===== config.mk =====
export PLATFORM = sky130hd
export DESIGN_NAME = glb_stream_deframer
export DESIGN_NICKNAME = d
export VERILOG_FILES = /design/src/rtl/glb_stream_pkg.sv /design/src/rtl/glb_stream_skid_fifo.sv /design/src/rtl/glb_stream_deframer.sv
export SDC_FILE = /design/constraint.sdc
export NUM_CORES = 1
export LEC_CHECK = 0
export ABC_AREA = 1
export CORE_UTILIZATION = 35
export CTS_CLUSTER_DIAMETER = 80
export DETAILED_ROUTE_END_ITERATION = 8
export PLACE_DENSITY = 0.54
export SYNTH_ARGS = -nofsm -noshare
export SYNTH_HDL_FRONTEND = slang
export SYNTH_SLANG_ARGS = --single-unit

===== constraint.sdc =====
create_clock -name clk -period 3.5 [get_ports clk]
set_input_delay 0.35 -clock clk [delete_from_list [all_inputs] [get_ports clk]]
set_output_delay 0.35 -clock clk [all_outputs]
set_load 0.02 [all_outputs]

===== src/rtl/glb_stream_pkg.sv =====
`default_nettype none
// ============================================================================
// glb_stream_pkg : shared widths, parser states and FIFO entry type for the
//                  GLB stream deframer.
// Rev 1.0
// ============================================================================
package glb_stream_pkg;

    localparam int GLB_DATA_W    = 17;
    localparam int GLB_PAYLOAD_W = 16;

    typedef enum logic [2:0] {
        IDLE  = 3'd0,
        HDR   = 3'd1,
        LEN   = 3'd2,
        PAY   = 3'd3,
        DRAIN = 3'd4,
        DONE  = 3'd5
    } deframe_state_t;

    typedef struct packed {
        logic [GLB_PAYLOAD_W-1:0] data;
        logic                     seg;
        logic                     last;
    } payload_t;

endpackage
`default_nettype wire


===== src/rtl/glb_stream_skid_fifo.sv =====
`default_nettype none
// ============================================================================
// glb_stream_skid_fifo : 2-entry payload FIFO {data,seg,last}, cleared by flush.
// Rev 1.0
// ============================================================================
module glb_stream_skid_fifo
    import glb_stream_pkg::*;
(
    input  logic     clk,
    input  logic     flush,
    input  logic     i_push,
    input  payload_t i_push_data,
    input  logic     i_pop,
    output payload_t o_head,
    output logic     o_full,
    output logic     o_empty
);

    payload_t   r_mem [0:1];
    logic       r_wptr;
    logic       r_rptr;
    logic [1:0] r_count;
    logic       w_push_ok;
    logic       w_pop_ok;

    assign o_full    = (r_count == 2'd2);
    assign o_empty   = (r_count == 2'd0);
    assign w_push_ok = i_push & ~o_full;
    assign w_pop_ok  = i_pop & ~o_empty;
    // Head reads as zero when empty so the output port is clean between bursts.
    assign o_head    = o_empty ? '0 : r_mem[r_rptr];

    always_ff @(posedge clk) begin
        if (flush) begin
            r_mem[0] <= '0;
            r_mem[1] <= '0;
            r_wptr   <= 1'b0;
            r_rptr   <= 1'b0;
            r_count  <= 2'd0;
        end else begin
            if (w_push_ok) begin
                r_mem[r_wptr] <= i_push_data;
                r_wptr        <= ~r_wptr;
            end
            if (w_pop_ok) begin
                r_rptr <= ~r_rptr;
            end
            case ({w_push_ok, w_pop_ok})
                2'b10:   r_count <= r_count + 2'd1;
                2'b01:   r_count <= r_count - 2'd1;
                default: r_count <= r_count;
            endcase
        end
    end

endmodule
`default_nettype wire


===== src/rtl/glb_stream_deframer.sv =====
`default_nettype none
// ============================================================================
// glb_stream_deframer : strips header/length framing from the GLB->tile stream
//                       and emits payload tagged with stream index and last.
// Optional: GLB_STREAM_DEFRAME_PERF_EN adds saturating stall counters.
// Rev 1.0
// ============================================================================
module glb_stream_deframer
    import glb_stream_pkg::*;
#(
    parameter int DATA_W = GLB_DATA_W,
    parameter int LEN_W  = 16,
    parameter int TXN_W  = 16
) (
    input  logic                     clk,
    input  logic                     flush,
    input  logic                     cfg_en,
    input  logic                     cfg_seg_mode,
    input  logic [TXN_W-1:0]         cfg_tx_num,
    input  logic [DATA_W-1:0]        in_data,
    input  logic                     in_valid,
    output logic                     in_ready,
    output logic [GLB_PAYLOAD_W-1:0] out_data,
    output logic                     out_valid,
    input  logic                     out_ready,
    output logic                     out_seg,
    output logic                     out_last,
    output logic [GLB_PAYLOAD_W-1:0] hdr_q,
    output logic                     done
`ifdef GLB_STREAM_DEFRAME_PERF_EN
   ,output logic [31:0]              perf_in_stall,
    output logic [31:0]              perf_out_stall
`endif
);

    localparam logic [2:0] S_IDLE  = 3'(IDLE);
    localparam logic [2:0] S_HDR   = 3'(HDR);
    localparam logic [2:0] S_LEN   = 3'(LEN);
    localparam logic [2:0] S_PAY   = 3'(PAY);
    localparam logic [2:0] S_DRAIN = 3'(DRAIN);
    localparam logic [2:0] S_DONE  = 3'(DONE);

    logic [2:0]               r_state;
    logic                     r_seg_mode;
    logic                     r_strm;
    logic [TXN_W-1:0]         r_tx_num;
    logic [TXN_W-1:0]         r_txn_cnt;
    logic [LEN_W-1:0]         r_rem;
    logic [GLB_PAYLOAD_W-1:0] r_hdr;

    logic                     w_in_ready;
    logic                     w_accept;
    logic                     w_strm_end;
    logic [TXN_W-1:0]         w_txn_next;
    logic [LEN_W-1:0]         w_len;
    logic                     w_full;
    logic                     w_empty;
    logic                     w_push;
    payload_t                 w_push_data;
    payload_t                 w_head;
    logic                     w_unused_rsvd;

    // Reserved bit is ignored rather than checked; it never reaches the output.
    assign w_unused_rsvd = ^in_data[DATA_W-1:GLB_PAYLOAD_W];

    assign w_in_ready = (r_state == S_HDR) | (r_state == S_LEN) |
                        ((r_state == S_PAY) & ~w_full);
    assign w_accept   = in_valid & w_in_ready;
    assign w_len      = in_data[LEN_W-1:0];
    assign w_txn_next = r_txn_cnt + {{(TXN_W-1){1'b0}}, 1'b1};
    assign w_strm_end = w_accept &
                        (((r_state == S_LEN) & (w_len == '0)) |
                         ((r_state == S_PAY) & (r_rem == {{(LEN_W-1){1'b0}}, 1'b1})));

    assign w_push           = w_accept & (r_state == S_PAY);
    assign w_push_data.data = in_data[GLB_PAYLOAD_W-1:0];
    assign w_push_data.seg  = r_strm;
    assign w_push_data.last = (r_rem == {{(LEN_W-1){1'b0}}, 1'b1});

    always_ff @(posedge clk) begin
        if (flush) begin
            r_state    <= S_IDLE;
            r_seg_mode <= 1'b0;
            r_strm     <= 1'b0;
            r_tx_num   <= '0;
            r_txn_cnt  <= '0;
            r_rem      <= '0;
            r_hdr      <= '0;
        end else begin
            case (r_state)
                S_IDLE: begin
                    if (cfg_en) begin
                        r_tx_num  <= cfg_tx_num;
                        r_txn_cnt <= '0;
                        r_state   <= (cfg_tx_num == '0) ? S_DONE : S_HDR;
                    end
                end
                S_HDR: begin
                    if (w_accept) begin
                        r_hdr      <= in_data[GLB_PAYLOAD_W-1:0];
                        r_seg_mode <= cfg_seg_mode;
                        r_strm     <= 1'b0;
                        r_state    <= S_LEN;
                    end
                end
                S_LEN: begin
                    if (w_accept && (w_len != '0)) begin
                        r_rem   <= w_len;
                        r_state <= S_PAY;
                    end
                end
                S_PAY: begin
                    if (w_accept) begin
                        r_rem <= r_rem - {{(LEN_W-1){1'b0}}, 1'b1};
                    end
                end
                S_DRAIN: begin
                    if (w_empty) begin
                        r_state <= S_DONE;
                    end
                end
                default: r_state <= r_state;
            endcase

            // Shared end-of-stream decision for both LEN (zero length) and PAY.
            if (w_strm_end) begin
                if (!r_strm && r_seg_mode) begin
                    r_strm  <= 1'b1;
                    r_state <= S_LEN;
                end else begin
                    r_txn_cnt <= w_txn_next;
                    r_state   <= (w_txn_next == r_tx_num) ? S_DRAIN : S_HDR;
                end
            end
        end
    end

    glb_stream_skid_fifo u_fifo (
        .clk         (clk),
        .flush       (flush),
        .i_push      (w_push),
        .i_push_data (w_push_data),
        .i_pop       (out_ready),
        .o_head      (w_head),
        .o_full      (w_full),
        .o_empty     (w_empty)
    );

    assign in_ready  = w_in_ready;
    assign out_valid = ~w_empty;
    assign out_data  = w_head.data;
    assign out_seg   = w_head.seg;
    assign out_last  = w_head.last;
    assign hdr_q     = r_hdr;
    assign done      = (r_state == S_DONE);

`ifdef GLB_STREAM_DEFRAME_PERF_EN
    logic [31:0] r_perf_in_stall;
    logic [31:0] r_perf_out_stall;
    logic        w_parsing;

    assign w_parsing = (r_state == S_HDR) | (r_state == S_LEN) | (r_state == S_PAY);

    always_ff @(posedge clk) begin
        if (flush) begin
            r_perf_in_stall  <= '0;
            r_perf_out_stall <= '0;
        end else begin
            if (w_parsing && in_valid && !w_in_ready && (r_perf_in_stall != '1)) begin
                r_perf_in_stall <= r_perf_in_stall + 32'd1;
            end
            if (!w_empty && !out_ready && (r_perf_out_stall != '1)) begin
                r_perf_out_stall <= r_perf_out_stall + 32'd1;
            end
        end
    end

    assign perf_in_stall  = r_perf_in_stall;
    assign perf_out_stall = r_perf_out_stall;
`endif

endmodule
`default_nettype wire


==> images/floorplan.png <==
Scale: 3 px per um. Pins as bars on the die edge.
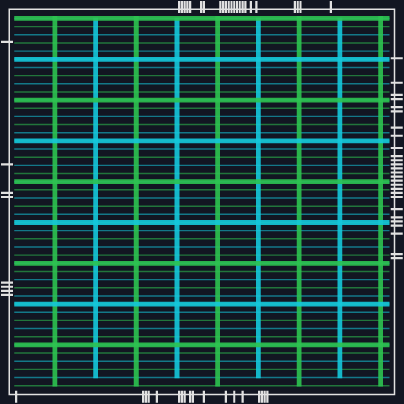
| net | color |
|---|---|
| VSS | green |
| VDD | cyan |
met4 straps: 9
signal pins: 76
met5 straps: 9

==> images/class_map.png <==
Scale: 2 px per um. Fill, decap, tap and diode cells in gray.
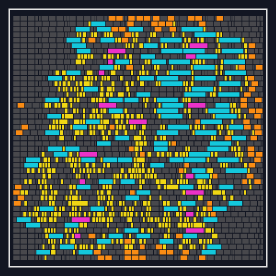
| class | color | cells |
|---|---|---|
| remaining logic cells | yellow | 623 |
| clock drivers and dummy loads | magenta | 16 |
| registers | cyan | 110 |
| remaining buffers and delay cells | orange | 88 |

==> images/clock_wires.png <==
Scale: 4 px per um.
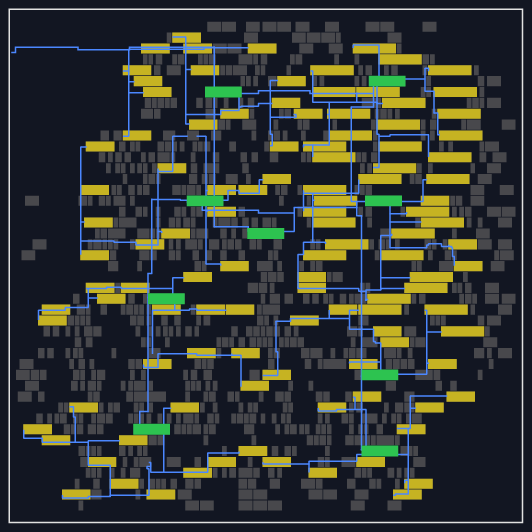
[clock-net drivers] green | count: 9
[clock wires] blue | length: 1450 um
[flip-flops] yellow | count: 110
flops lie: all over the die

==> images/layers.png <==
Scale: 3 px per um. Only two layers are drawn.
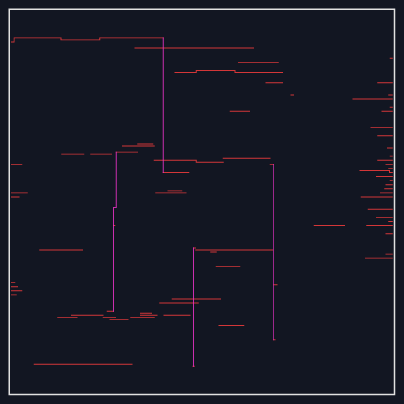
| layer | color | wire length |
|---|---|---|
| M4 | magenta | 197 um |
| M3 | red | 583 um |

==> images/placed.png <==
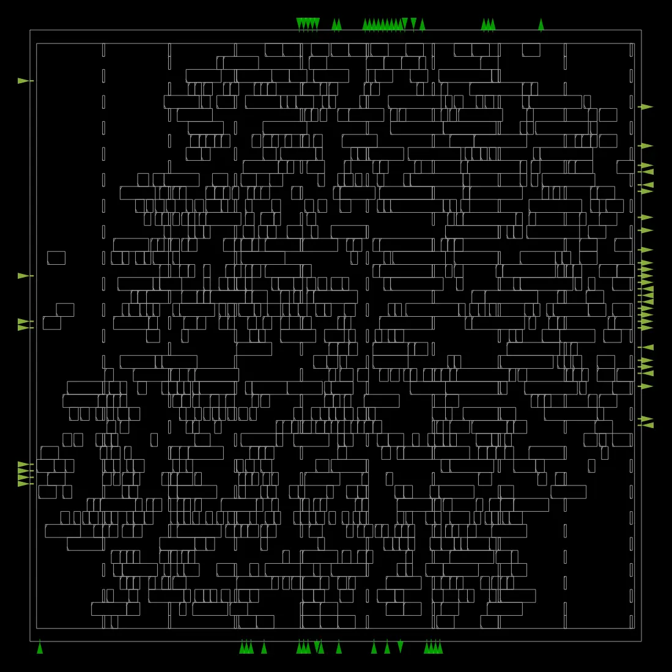
total core area: 15300 sq um
seq_cells: 110
Seq area share: 37.6%
Tap Count: 211

==> impl_metrics.yaml <==
# synthesis and place-and-route metrics
route:
  wl_met1_um: 7310
  postRouteAntennaNets: 0
  drt-pass1-iter-count: 5
  dr_wl_met2_um: 6400
synthesis:
  top_area_cell: "dfxtp_1"
  yosys-stat-cells: 766
  ys_seq_share_pct: 46.2
  yosys-top-cells-count: "nand2_1 (152), nor2_1 (144), a21oi_1 (80), dfxtp_1 (74), inv_1 (70)"
  ff_type: "dfxtp_1"
  yosysWarnings: 0
cells_and_area:
  layout_top_cells: "nand2_1 (152), nor2_1 (144), a21oi_1 (80)"
  top_register: "u_fifo.r_mem"
  final_cell_area_sq_um: 6820
  antenna_cells: 0
  final_core_util_pct: 44.5
  largest_reg_flops: 36
worst_setup_path:
  slowest_stage: "clkdlybuf4s50_1"
  cp-start-kind: "register"
  cp_data_arrival_time_ns: 2.29
power_and_ir_drop:
  p_leak_uw: 0.00270
  maxPowerGroup: "registers"
  switchingPower_uw: 1150
placement:
  dp_hpwl_um: 10300
  place_inst: 1032
min_path:
  min_to: "u_fifo.r_rptr$_SDFFE_PP0P_"
sta:
  fmax_ghz: 0.379
  drv_slew: 0
  finalHoldViolations: 0
cts:
  clk_latency_ns: 0.36
status:
  status: "finished clean"
die:
  num_rows: 45
